$ cat config.mk
export PLATFORM = sky130hd
export DESIGN_NAME = vend_credit_accum
export DESIGN_NICKNAME = d
export VERILOG_FILES = /design/src/rtl/vend_pkg.sv /design/src/rtl/vend_credit_accum_credit_adder.sv /design/src/rtl/vend_credit_accum.sv
export SDC_FILE = /design/constraint.sdc
export NUM_CORES = 1
export LEC_CHECK = 0
export CELL_PAD_IN_SITES_DETAIL_PLACEMENT = 0
export CELL_PAD_IN_SITES_GLOBAL_PLACEMENT = 1
export CORE_UTILIZATION = 41
export DETAILED_ROUTE_END_ITERATION = 10
export GPL_TIMING_DRIVEN = 0
export PLACE_DENSITY_LB_ADDON = 0.1
export SLEW_MARGIN = 20
export SYNTH_ARGS = -nofsm -noshare
export SYNTH_HDL_FRONTEND = slang
export SYNTH_HIERARCHICAL = 1
export SYNTH_SLANG_ARGS = --single-unit
$ cat constraint.sdc
create_clock -name clk -period 11.8 [get_ports clk]
set_clock_uncertainty 0.15 [all_clocks]
set_input_delay 2.36 -clock clk [delete_from_list [all_inputs] [get_ports clk]]
set_output_delay 2.36 -clock clk [all_outputs]
set_load 0.02 [all_outputs]
$ cat src/rtl/vend_pkg.sv
// vend_pkg: coin encodings, coin values and FSM states shared by the credit stage
package vend_pkg;
  typedef enum logic [1:0] {
    COIN_NICKEL  = 2'd0,
    COIN_DIME    = 2'd1,
    COIN_QUARTER = 2'd2,
    COIN_DOLLAR  = 2'd3
  } coin_e;
  localparam int unsigned VAL_NICKEL  = 5;
  localparam int unsigned VAL_DIME    = 10;
  localparam int unsigned VAL_QUARTER = 25;
  localparam int unsigned VAL_DOLLAR  = 100;
  typedef enum logic [1:0] {IDLE, COLLECT, VEND, CHANGE} state_e;
  function automatic int unsigned coin_value(input logic [1:0] t);
    return t == COIN_NICKEL  ? VAL_NICKEL  :
           t == COIN_DIME    ? VAL_DIME    :
           t == COIN_QUARTER ? VAL_QUARTER : VAL_DOLLAR;
  endfunction
endpackage

$ cat src/rtl/vend_credit_accum_credit_adder.sv
// credit_adder: W-bit ripple-carry adder built from full-adder cells (a, b, cin -> sum, cout)
module credit_adder #(
  parameter int W = 8
) (
  input  logic [W-1:0] a,
  input  logic [W-1:0] b,
  input  logic         cin,
  output logic [W-1:0] sum,
  output logic         cout
);
  logic [W:0] c;
  assign c[0] = cin;
  for (genvar i = 0; i < W; i++) begin : g_fa
    assign sum[i]  = a[i] ^ b[i] ^ c[i];
    assign c[i+1]  = (a[i] & b[i]) | (c[i] & (a[i] ^ b[i]));
  end
  assign cout = c[W];
endmodule

$ cat src/rtl/vend_credit_accum.sv
// vend_credit_accum: coin credit accumulator with vend/cancel decision and change handshake
//   in : clk, rst, coin_valid, coin_type, select, cancel, change_ack
//   out: credit, coin_reject, insufficient, dispense, change_valid, change_amount, busy
module vend_credit_accum
  import vend_pkg::*;
#(
  parameter int CREDIT_W   = 8,
  parameter int PRICE      = 75,
  parameter int MAX_CREDIT = 200
) (
  input  logic                clk,
  input  logic                rst,
  input  logic                coin_valid,
  input  logic [1:0]          coin_type,
  input  logic                select,
  input  logic                cancel,
  input  logic                change_ack,
  output logic [CREDIT_W-1:0] credit,
  output logic                coin_reject,
  output logic                insufficient,
  output logic                dispense,
  output logic                change_valid,
  output logic [CREDIT_W-1:0] change_amount,
  output logic                busy
);
  localparam logic [CREDIT_W-1:0] PRICE_C = CREDIT_W'(PRICE);
  localparam logic [CREDIT_W-1:0] MAX_C   = CREDIT_W'(MAX_CREDIT);
  state_e state_q, state_d;
  logic [CREDIT_W-1:0] credit_q, credit_d, amt_q, amt_d, sum;
  logic rej_q, rej_d, ins_q, ins_d, disp_q, disp_d, cv_q, cv_d, busy_q, busy_d, cout, fits;
  credit_adder #(.W(CREDIT_W)) u_add (
    .a   (credit_q),
    .b   (CREDIT_W'(coin_value(coin_type))),
    .cin (1'b0),
    .sum (sum),
    .cout(cout)
  );
  // a carry out means the true sum already exceeds any representable credit
  assign fits = !cout && sum <= MAX_C;
  always_comb begin
    state_d  = state_q;
    credit_d = credit_q;
    amt_d    = amt_q;
    cv_d     = cv_q;
    rej_d    = 1'b0;
    ins_d    = 1'b0;
    disp_d   = 1'b0;
    case (state_q)
      IDLE, COLLECT: begin
        if (cancel) begin
          if (state_q == COLLECT) begin
            amt_d    = credit_q;
            credit_d = '0;
            cv_d     = 1'b1;
            state_d  = CHANGE;
          end
        end else if (coin_valid) begin
          credit_d = fits ? sum : credit_q;
          state_d  = fits ? COLLECT : state_q;
          rej_d    = !fits;
        end else if (select) begin
          if (state_q == COLLECT && credit_q >= PRICE_C) begin
            // dispense and the remaining change become visible during the VEND cycle
            state_d  = VEND;
            disp_d   = 1'b1;
            amt_d    = credit_q - PRICE_C;
            credit_d = '0;
          end else begin
            ins_d = 1'b1;
          end
        end
      end
      VEND: begin
        rej_d   = coin_valid;
        cv_d    = amt_q != '0;
        state_d = cv_d ? CHANGE : IDLE;
      end
      CHANGE: begin
        rej_d   = coin_valid;
        cv_d    = !change_ack;
        amt_d   = change_ack ? '0 : amt_q;
        state_d = change_ack ? IDLE : CHANGE;
      end
      default: state_d = IDLE;
    endcase
    busy_d = state_d == VEND || state_d == CHANGE;
  end
  always_ff @(posedge clk) begin
    if (rst) begin
      state_q  <= IDLE;
      credit_q <= '0;
      amt_q    <= '0;
      cv_q     <= 1'b0;
      rej_q    <= 1'b0;
      ins_q    <= 1'b0;
      disp_q   <= 1'b0;
      busy_q   <= 1'b0;
    end else begin
      state_q  <= state_d;
      credit_q <= credit_d;
      amt_q    <= amt_d;
      cv_q     <= cv_d;
      rej_q    <= rej_d;
      ins_q    <= ins_d;
      disp_q   <= disp_d;
      busy_q   <= busy_d;
    end
  end
  assign credit        = credit_q;
  assign coin_reject   = rej_q;
  assign insufficient  = ins_q;
  assign dispense      = disp_q;
  assign change_valid  = cv_q;
  assign change_amount = amt_q;
  assign busy          = busy_q;
endmodule

Layout detail:
Window x 11 to 51, y 11 to 51 um. Cells in gray, sequential cells in the stronger gray; small squares are vias.
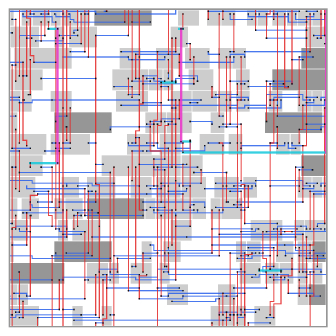
[M3] cyan
[M4] magenta
[M2] red
[M1] blue
most frequent: nand2_1 (15), a21oi_1 (11), nor2_1 (9)
sequential cells in the window: 7
netlist names of flops here include: `credit` (5), `change_amount` (2)
cells with their middle in the window: 114

Clock network drawn from the DEF:
Bar = 20 um.
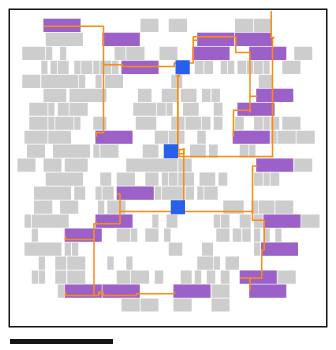
[clock wires] orange | length: 292 um
[clock-net drivers] blue | count: 3
[flip-flops] purple | count: 22
routed clock nets: 4

==> out/notes.md <==
For reference, the clock transition at the flip-flops on the worst setup and hold paths is 110 ps. The tools report the final hold violation count as 0. For reference, the most critical setup path is categorized as in -> reg.

The starting density of the core is 0.431. The run gives 1,219 as the total number of vias. For reference, the critical path cell chain is clkdlybuf4s50_1 -> inv_1 -> ha_1 -> or2_2 -> fa_1 -> inv_1 -> fa_1 -> inv_1 -> fa_1 -> fa_1 -> fa_1 -> fa_1 -> fa_1 -> inv_1 -> fa_1 -> inv_1 -> and3_1 -> a211oi_2 -> nor3b_1 -> a2111oi_4 -> mux2i_1. Aggregate global-route resource usage: 0.184. The required time of the critical path came out at 11,880 ps. The final cell count without fillers came out at 242. The time the final worst path needs with I/O delays and setup was 7940 ps. The run gives 0.163 for the relative area of non-clock buffer cells in the final design.

The run gives 0 for the initial antenna violation count. The endpoint of the worst hold path is reported as change_amount[2]. After synthesis, the cell types taking the most area are sky130_fd_sc_hd__dfxtp_1 (30%), sky130_fd_sc_hd__fa_1 (11%), sky130_fd_sc_hd__mux2i_1 (5.5%).

In the final layout, excluding clock inverters the inverter count is 15. The timing report shows the most common cell along the critical path to be sky130_fd_sc_hd__fa_1. Endpoints with negative setup slack in the final report add up to 0. The cell type that accounts for the most area after synthesis is sky130_fd_sc_hd__dfxtp_1.

Area share of and-or/or-and cells after synthesis: 0.152. The run gives 440 um2 for the area taken by flip-flops and latches. According to the dpl log, the detail-placed design has an HPWL of 2.39 mm. The run gives 0 for the antenna diode instance count.

The first global-routing pass estimated 5.05 mm of wire. Per the timing report, the most critical flop-to-flop path originates at credit[0]. The number of global-route vias before repair was 1,140. Looking at the global route congestion table, the highest-usage layer is met2. TritonCTS built the clock tree.

According to the floorplan report, the die width is 61.5 um. For the global-route track usage on met3, the log shows 0.0210. The ratio of cells with drive above 1 in the final layout is 0.0561. The switching power total came out at 44.3 uW.

The proportion of cell area spent on the clock network came out at 0.0125. After routing, the total negative slack on setup checks comes to 0 ps. Power attributed to combinational cells is 35.6 uW.

The highest cell delay on the worst timing path is 730 ps, and the sequential-cell power consumption is 79.1 uW. The tools report the critical register-to-register path endpoint as credit[0]. The routed design uses 85 um of met3 wire. The run finished with clean final reports.

The tools report the post-place setup slack as 3490 ps. By instance count after routing, the leading logic cell types are sky130_fd_sc_hd__clkdlybuf4s50_1 (27), sky130_fd_sc_hd__dfxtp_1 (22), sky130_fd_sc_hd__nand2_1 (17), sky130_fd_sc_hd__inv_1 (15), sky130_fd_sc_hd__a21oi_1 (11). The top-level port count was 29; the number of filler cells placed in the layout was 357.

The share of cell area taken by flip-flops and latches is 0.244. The fraction of the mapped netlist area in simple logic gates was 0.228; the async set or reset register ratio after synthesis was 0. The cell family contributing the most delay on the critical path is adder cells.

The final design was reported to hold multi-input combinational gates totalling 123. The area fraction in full adders, half adders and majority gates came out at 0.154. STA lists the startpoint of the worst hold path as change_amount[2]. By instance count, the leading cell after synthesis is sky130_fd_sc_hd__dfxtp_1.

The post-synth register bit count is 22. The logs give 0 for the number of nets still failing antenna checks after routing and 1450 um2 for the post-synthesis instance area. The logs give 0.530 for the part of the power in registers and 0 for the number of pins exceeding their max-slew limit in the final report. Maximum resistive drop on vdd: 0.0288 mV. The run gives 0.239 for the combinational power share. Setup repair after global routing left no endpoint under its margin. With the chip footprint at 3780 um2, the logic depth of the worst register-to-register path is 17. The run gives 0.000705 uW for the static power due to leakage. STA classifies the critical path endpoint as a flip-flop. The number of buffer and inverter stages on the critical path came out at 6. Hold timing on the final database bottoms out at a slack of 317 ps. For this floorplan the total number of well-tap instances is 46. Yosys shows that the main logic family after synthesis is simple AND/OR/NAND/NOR gates.

For this run, the post-layout net count is 219. Per the layout area report, the combinational gate area comes to 933 um2. The routed length per placed instance was 12.5 um. The post-synth count of flops with an enable pin is 0.

For this run, the number of Yosys warnings is 6. In the power breakdown, the internal column shows 105 uW. According to the floorplan report, the placeable core area is 3360 um2. OpenSTA lists the critical path startpoint as coin_type[0]. For this run the aggregate overflow at the end of global routing stands at 0. The cell group occupying the most layout area is logic gates. At the worst endpoint, the arrival time is 8020 ps. The run reported a max-capacitance violation count of 0. After technology mapping, the gate count stands at 165. In this run the deepest clock path goes through 2 buffers. Entering global routing, the biggest net connects 12 pins. The final period utilization came out at 0.673. The final timing report gives a worst setup slack of 3860 ps. For reference, the critical path is captured by credit[0]. The standard cell area after detailed placement is 1780 um2. The routed wire length was 3.03 mm; the average cell area after synthesis was 8.79 um2. Leaving out the clock tree, the finished layout contains a buffer count of 33. The highest fanout seen on the critical path works out to 8. The cell total in the yosys stat output was 165. The run gives 45 as the first-iteration detailed-routing DRC count.

For the number of distinct library cells after synthesis, the log shows 40. The top layer reached by signal wires was met4. The final core utilization was 0.536. The library cell used most frequently in the layout, excluding fill and tap cells, is sky130_fd_sc_hd__clkdlybuf4s50_1. The logs give 126 MHz for the maximum clock frequency and 1 for the number of H-tree levels. The pin closest to its max-slew limit shows a slew of 920 ps. Looking at the critical path, the single cell with the biggest stage delay is sky130_fd_sc_hd__a2111oi_4.

The tools report the total of hold buffers inserted after clock tree synthesis as 0. The run gives 3 for the TritonCTS buffer count. The run gives 27 for the number of buffer cells added on primary ports. The switching part of the total is 0.297, and the post-CTS setup buffer count is 0.
Clock wiring as the flow saved it:
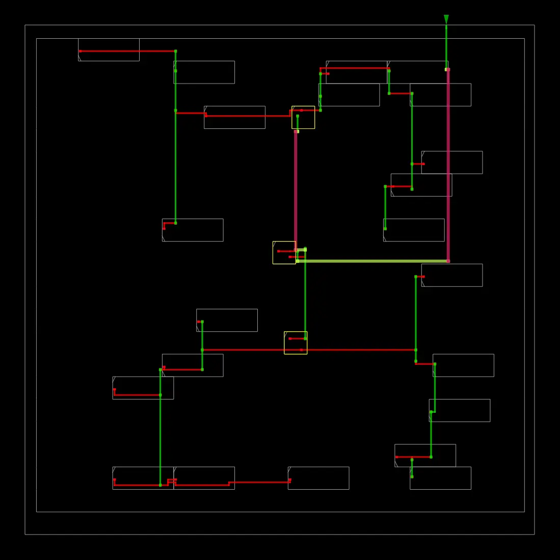
clock latency reported for the late side of the worst-skew pair: 310 ps
clk sinks: 22

Power is estimated from default activity; no workload was simulated.
